==> config.mk <==
export PLATFORM = sky130hd
export DESIGN_NAME = otp_pad_scheduler_flat
export DESIGN_NICKNAME = d
export VERILOG_FILES = /design/src/rtl/otp_pad_scheduler_if.sv /design/src/rtl/otp_pad_scheduler.sv /design/src/flat_wrapper.sv
export SDC_FILE = /design/constraint.sdc
export NUM_CORES = 1
export LEC_CHECK = 0
export CAP_MARGIN = 15
export CORE_ASPECT_RATIO = 0.5
export CORE_UTILIZATION = 58
export CTS_BUF_LIST = sky130_fd_sc_hd__clkbuf_4 sky130_fd_sc_hd__clkbuf_8 sky130_fd_sc_hd__clkbuf_16
export DETAILED_ROUTE_END_ITERATION = 10
export PLACE_DENSITY = 0.85
export SLEW_MARGIN = 10
export SYNTH_ARGS = -nofsm -noshare
export SYNTH_HDL_FRONTEND = slang
export SYNTH_SLANG_ARGS = --single-unit
==> constraint.sdc <==
create_clock -name clk_i -period 4.9 [get_ports clk_i]
set_input_delay 1.47 -clock clk_i [delete_from_list [all_inputs] [get_ports clk_i]]
set_output_delay 1.47 -clock clk_i [all_outputs]
set_load 0.02 [all_outputs]
Fig. 1: run 1, wiring by layer
(4 px per um)
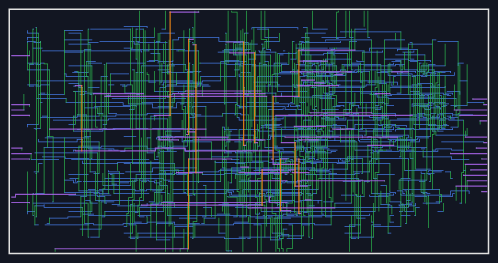
- purple: M3 (wire length 749 um)
- green: M2 (wire length 4410 um)
- blue: M1 (wire length 3680 um)
- orange: M4 (wire length 242 um)
Routed Wire Length: 9.08 mm
overall routing resource usage: 0.275
DR vias: 2596
drt wl/cell: 21.5 um

Fig. 2: run 1, clock nets
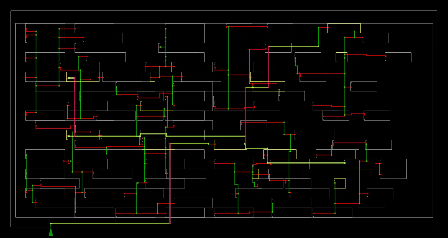
Layout Skew: 6.89 ps
Flops: 90
# clk buffers: 9
clk ins delay skew pair: 340 ps
Sink Count: 90

Fig. 3: run 1, logic cells by family
(3 px per um)
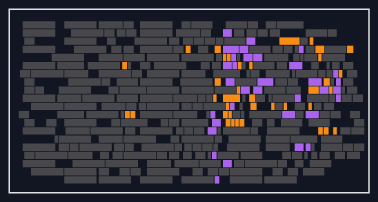
- orange: nor cells (cells 37; most used nor2_1)
- purple: aoi and oai cells (cells 33; most used a21oi_1)
Commonest Layout Cell: edfxtp_1
logic share of the area: 0.284
Finished Layout Cells: 423

==> results.ini, run 1 <==
[placement]
place_congestion=0.828
portBuffers=56
dp.cells=407
dp_hpwl_mm=6.14
place_ws_ps=75.3

[critical_path]
r2r_slack_ps=2120
crit_type=primary input to output pin
path_max_fanout=14
critPathRequiredTime_ps=3430
arrival_ps=3190
end_kind=output pin
rr_worst_depth=6

[power_and_ir_drop]
p_clk_mw=0.628
p_comb_frac=0.127
clkPwrFrac=0.370
irDropWorstVdd_v=0.000239
cellInternalPower_mw=1.28
netSwitchingFraction=0.245
p_total_mw=1.70
power.switching_mw=0.416
cellLeakagePower_nw=1.67
p_seq_mw=0.854
p_comb_mw=0.217
p_seq_frac=0.503
power_leader=sequential cells

[synthesis]
synth-compound-area-share=0.0876
synth.area.top_cells=edfxtp_1 48%, dfxtp_1 13%, mux4_2 10%
synth.avg_cell_area_um2=15.1
ys_ff=90
synth_nets=296
largest_area_cell=edfxtp_1
synth_cell_types=47
yosysCellCount=264
ys_seq_frac=0.611
ys_sh_adder=0.00313
synth-main-ff-cell=edfxtp_1
mux_area_frac=0.143
simple_gate_share=0.0779
synthesis.area_um2=4000
xor_area_frac=0.0394
top_logic_kind=multiplexers
netlist_instances=264
top_cell=edfxtp_1
ys_async_sr_fraction=0
yosysTopAreaCellShare=0.481
ys_top_cells_by_count=64 x edfxtp_1, 26 x dfxtp_1, 18 x mux4_2, 18 x nor2_1
yosysChipArea_um2=4000
edf_count=64

[sta]
worst_slack_ps=238
post-route-period-util=0.952
timing.final.crit_period_ps=4660
tightest_slew_ps=678
relSlewSlack=0.547
holdWs_ps=492
slew_violations=0
tns_ps=0
fmax_ghz=0.214
finalHoldViolCount=0
setup_violations=0

[routing]
top_layer_used=met4
wl_met3_um=748
drt_iter0_drc=234
wl_met1_mm=3.68
viasPerCell=6.14
detail-route-antenna-nets=0
first_pass_iters=4
drcViolationCount=0
wl_met2_mm=4.41

[floorplanning]
core_um2=6360
dieArea_um2=7250
row_count=20
initCoreUtil=0.629
fp.dieW_um=119
fp.dieH_um=60.7

[final_layout]
drive_gt1_frac=0.182
largest_reg_flops=64
post-route-util=0.776
nNetsFinal=362
lay_top_cells=64 x edfxtp_1, 54 x clkdlybuf4s50_1, 26 x dfxtp_1, 18 x nor2_1, 18 x mux4_2
antenna_cells=0
area_delta_synth_final_pct=23.3
stdcell_area_um2=4930

[global_route]
antenna_found_initial=0
grt_use_met3=0.0742
grt_pass1_vias=2603
grtUsageMet1=0.356
grt_pass1_wl_mm=14.1
grt_use_met2=0.461
grt_most_used_layer=met2
grt_max_degree=23

[clock_network]
cts_tree=done
htree_levels=3
postCtsHoldBufs=0
cts-root-buf=clkbuf_16
ctsLongestPathBuffers=2
clk_pin_slew_ps=60
cts_buffers=9

[flow_run]
cap_violations=0
warning_count=26

[hold_path]
hold_depth=2
hold_path.class=flip-flop to flip-flop

[outcome]
run_status=finished, final reports clean

==> run 1: worst max-delay path, cell delays in order <==
cell and delay, ps:
clkdlybuf4s50_1 500, nor2b_1 150, o21ai_1 90, o311a_4 410, clkdlybuf4s50_1 570
==> run 1: cell type report <==
| cell class | instances | area [um^2] |
|---|---|---|
| Tap cell | 88 | 110 |
| Sequential cell | 90 | 2440 |
| Inverter | 4 | 15.0 |
| Multi-Input combinational cell | 152 | 1400 |
| Clock inverter | 7 | 42.5 |
| Fill cell | 372 | 1430 |
| Clock buffer | 9 | 225 |
| Timing Repair Buffer | 73 | 693 |
==> run 1: what timing repair did <==
action	CTS	global route
endpoints found under the setup margin	0	2
resized	0	2
buffers inserted	0	0
## Run 2: what changed since run 1
--- a/config.mk
+++ b/config.mk
@@ -9,6 +9,7 @@
 export CORE_ASPECT_RATIO = 0.5
 export CORE_UTILIZATION = 58
 export CTS_BUF_LIST = sky130_fd_sc_hd__clkbuf_4 sky130_fd_sc_hd__clkbuf_8 sky130_fd_sc_hd__clkbuf_16
+export CTS_CLUSTER_DIAMETER = 100
 export DETAILED_ROUTE_END_ITERATION = 10
 export PLACE_DENSITY = 0.85
 export SLEW_MARGIN = 10
Fig. 4: run 2, PDN straps and rails
(4 px per um) Pins as bars on the die edge.
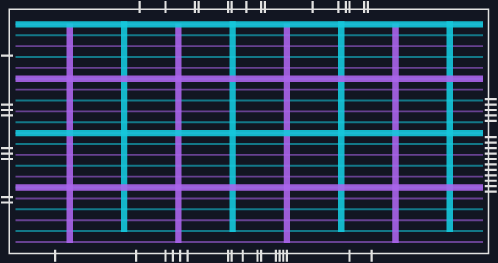
- cyan: VDD
- purple: VSS
- signal pins: 57
- rows: 20
- met5 straps: 4
- met1 rails: 21
- met4 straps: 8
core area: 6360 um^2
VDD IR-drop max: 0.000239 V
die height: 60.7 um
width of the die: 119 um

==> run 2 against run 1 <==
Clock power is essentially flat; register-to-register slack barely moved; synthesized cell count unchanged; total power unchanged; largest power group unchanged; largest cell class unchanged; worst hold slack is the same; flip-flop count unchanged; critical path depth did not move; critical endpoint unchanged; non-clock buffer count is the same; clock skew is the same.
==> results.ini, run 2 <==
[final_layout]
comb.multi_input.count=152  ; unchanged
antenna_cells=0  ; unchanged
post-route-util=0.776  ; unchanged
dominant_cells=registers
area_delta_synth_final_pct=23.3  ; unchanged
layout_top_cell=edfxtp_1
seq_share=0.495  ; unchanged
clkbuf_count=9  ; unchanged
largest_reg_flops=64  ; unchanged
nonClkBufAreaFrac=0.141  ; unchanged
flops=90  ; unchanged
stdcell_area_um2=4930  ; unchanged
comb_area_um2=1400  ; unchanged
nFillCells=372  ; unchanged
final_cells=423  ; unchanged
drive_gt1_frac=0.182  ; unchanged
clkCellAreaFrac=0.0543  ; unchanged
comb_share=0.284  ; unchanged
nNetsFinal=362  ; unchanged
inverters=4  ; unchanged
register_area_um2=2440  ; unchanged
buffers=73  ; unchanged
lay_top_cells=64 x edfxtp_1, 54 x clkdlybuf4s50_1, 26 x dfxtp_1, 18 x nor2_1, 18 x mux4_2

[flow_run]
warning_count=26  ; unchanged
cap_violations=0  ; unchanged

[synthesis]
ys_ff=90  ; unchanged
synth.avg_cell_area_um2=15.1  ; unchanged
ys_top_cells_by_count=64 x edfxtp_1, 26 x dfxtp_1, 18 x mux4_2, 18 x nor2_1
yosysTopAreaCellShare=0.481  ; unchanged
synth-main-ff-cell=edfxtp_1
largest_area_cell=edfxtp_1
synthesis.area_um2=4000  ; unchanged
yosysChipArea_um2=4000  ; unchanged
ys_seq_frac=0.611  ; unchanged
ys_async_sr_fraction=0  ; unchanged
netlist_instances=264  ; unchanged
yosysCellCount=264  ; unchanged
top_cell=edfxtp_1
synth_nets=296  ; unchanged
synth_cell_types=47  ; unchanged
edf_count=64  ; unchanged

[global_route]
grt_pass1_vias=2603  ; unchanged
grt_use_met3=0.0742  ; unchanged
grtUsageMet1=0.356  ; unchanged
grt_pass1_wl_mm=14.1  ; unchanged
grt_most_used_layer=met2
grt_use_met2=0.461  ; unchanged
grtUsageTotal=0.275  ; unchanged
antenna_found_initial=0  ; unchanged
grt_max_degree=23  ; unchanged

[routing]
wire_per_inst_um=21.5  ; unchanged
top_layer_used=met4
wl_met3_um=748  ; unchanged
wl_met2_mm=4.41  ; unchanged
viasPerCell=6.14  ; unchanged
first_pass_iters=4  ; unchanged
drt_wl_total_mm=9.08  ; unchanged
detail-route-antenna-nets=0  ; unchanged
drcViolationCount=0  ; unchanged
wl_met1_mm=3.68  ; unchanged
vias=2596  ; unchanged

[hold_path]
hold_depth=2  ; unchanged
hold_path.class=flip-flop to flip-flop

[sta]
worst_slack_ps=238  ; unchanged
timing.final.crit_period_ps=4660  ; unchanged
relSlewSlack=0.547  ; unchanged
setup_violations=0  ; unchanged
finalHoldViolCount=0  ; unchanged
tns_ps=0  ; unchanged
rsz0062_at_grt=false
tightest_slew_ps=678  ; unchanged
fmax_ghz=0.214  ; unchanged
holdWs_ps=492  ; unchanged
post-route-period-util=0.952  ; unchanged
finalClockSkew_ps=6.89  ; unchanged

[critical_path]
critPathRequiredTime_ps=3430  ; about the same
crit_type=primary input to output pin
r2r_slack_ps=2120  ; about the same
rr_worst_depth=6  ; unchanged
path_max_fanout=14  ; unchanged
end_kind=output pin
arrival_ps=3190  ; about the same

[clock_network]
cts-root-buf=clkbuf_16
post_cts_buffers=0  ; unchanged
htree_levels=3  ; unchanged
cts_resized=0  ; unchanged
clk_pin_slew_ps=60  ; about the same
cts_tree=done
ctsLongestPathBuffers=2  ; unchanged
cts_buffers=9  ; unchanged
postCtsHoldBufs=0  ; unchanged
cts.sinks=90  ; unchanged
clock.latency.late_pin_ps=340  ; about the same

[placement]
place_congestion=0.828  ; unchanged
portBuffers=56  ; unchanged
dp_hpwl_mm=6.14  ; unchanged
place_ws_ps=75.3  ; unchanged
dp.cells=407  ; unchanged

[floorplanning]
row_count=20  ; unchanged
dieArea_um2=7250  ; unchanged
taps=88  ; unchanged
initCoreUtil=0.629  ; unchanged

[outcome]
run_status=finished, final reports clean

[power_and_ir_drop]
p_total_mw=1.70  ; unchanged
cellLeakagePower_nw=1.67  ; unchanged

-- run 2: cell counts after synthesis --
No cell type changed its count.
-- run 2: cell families after synthesis --
group / count (synthesis) / synth area share
multiplexers: 34 / 0.143
AND-OR/OR-AND: 40 / 0.0876
flip-flops: 90 / 0.611
AND/OR/NAND/NOR: 59 / 0.0779
XOR/XNOR: 18 / 0.0394
buffers and inverters: 22 / 0.0382
adder cells (fa/ha/maj): 1 / 0.00313
-- run 2: worst max-delay path, stage by stage --
cell and delay, ps:
clkdlybuf4s50_1 500, nor2b_1 150, o21ai_1 90, o311a_4 410, clkdlybuf4s50_1 570
-- run 2: where the power goes --
part           internal (mW)  total [mW]  switching (mW)
Combinational          0.104       0.217           0.113
Clock                  0.343       0.628           0.286
Sequential             0.837       0.854          0.0175
Total                   1.28        1.70           0.416
No activity file was given, so power comes from the tool's default toggle rates.
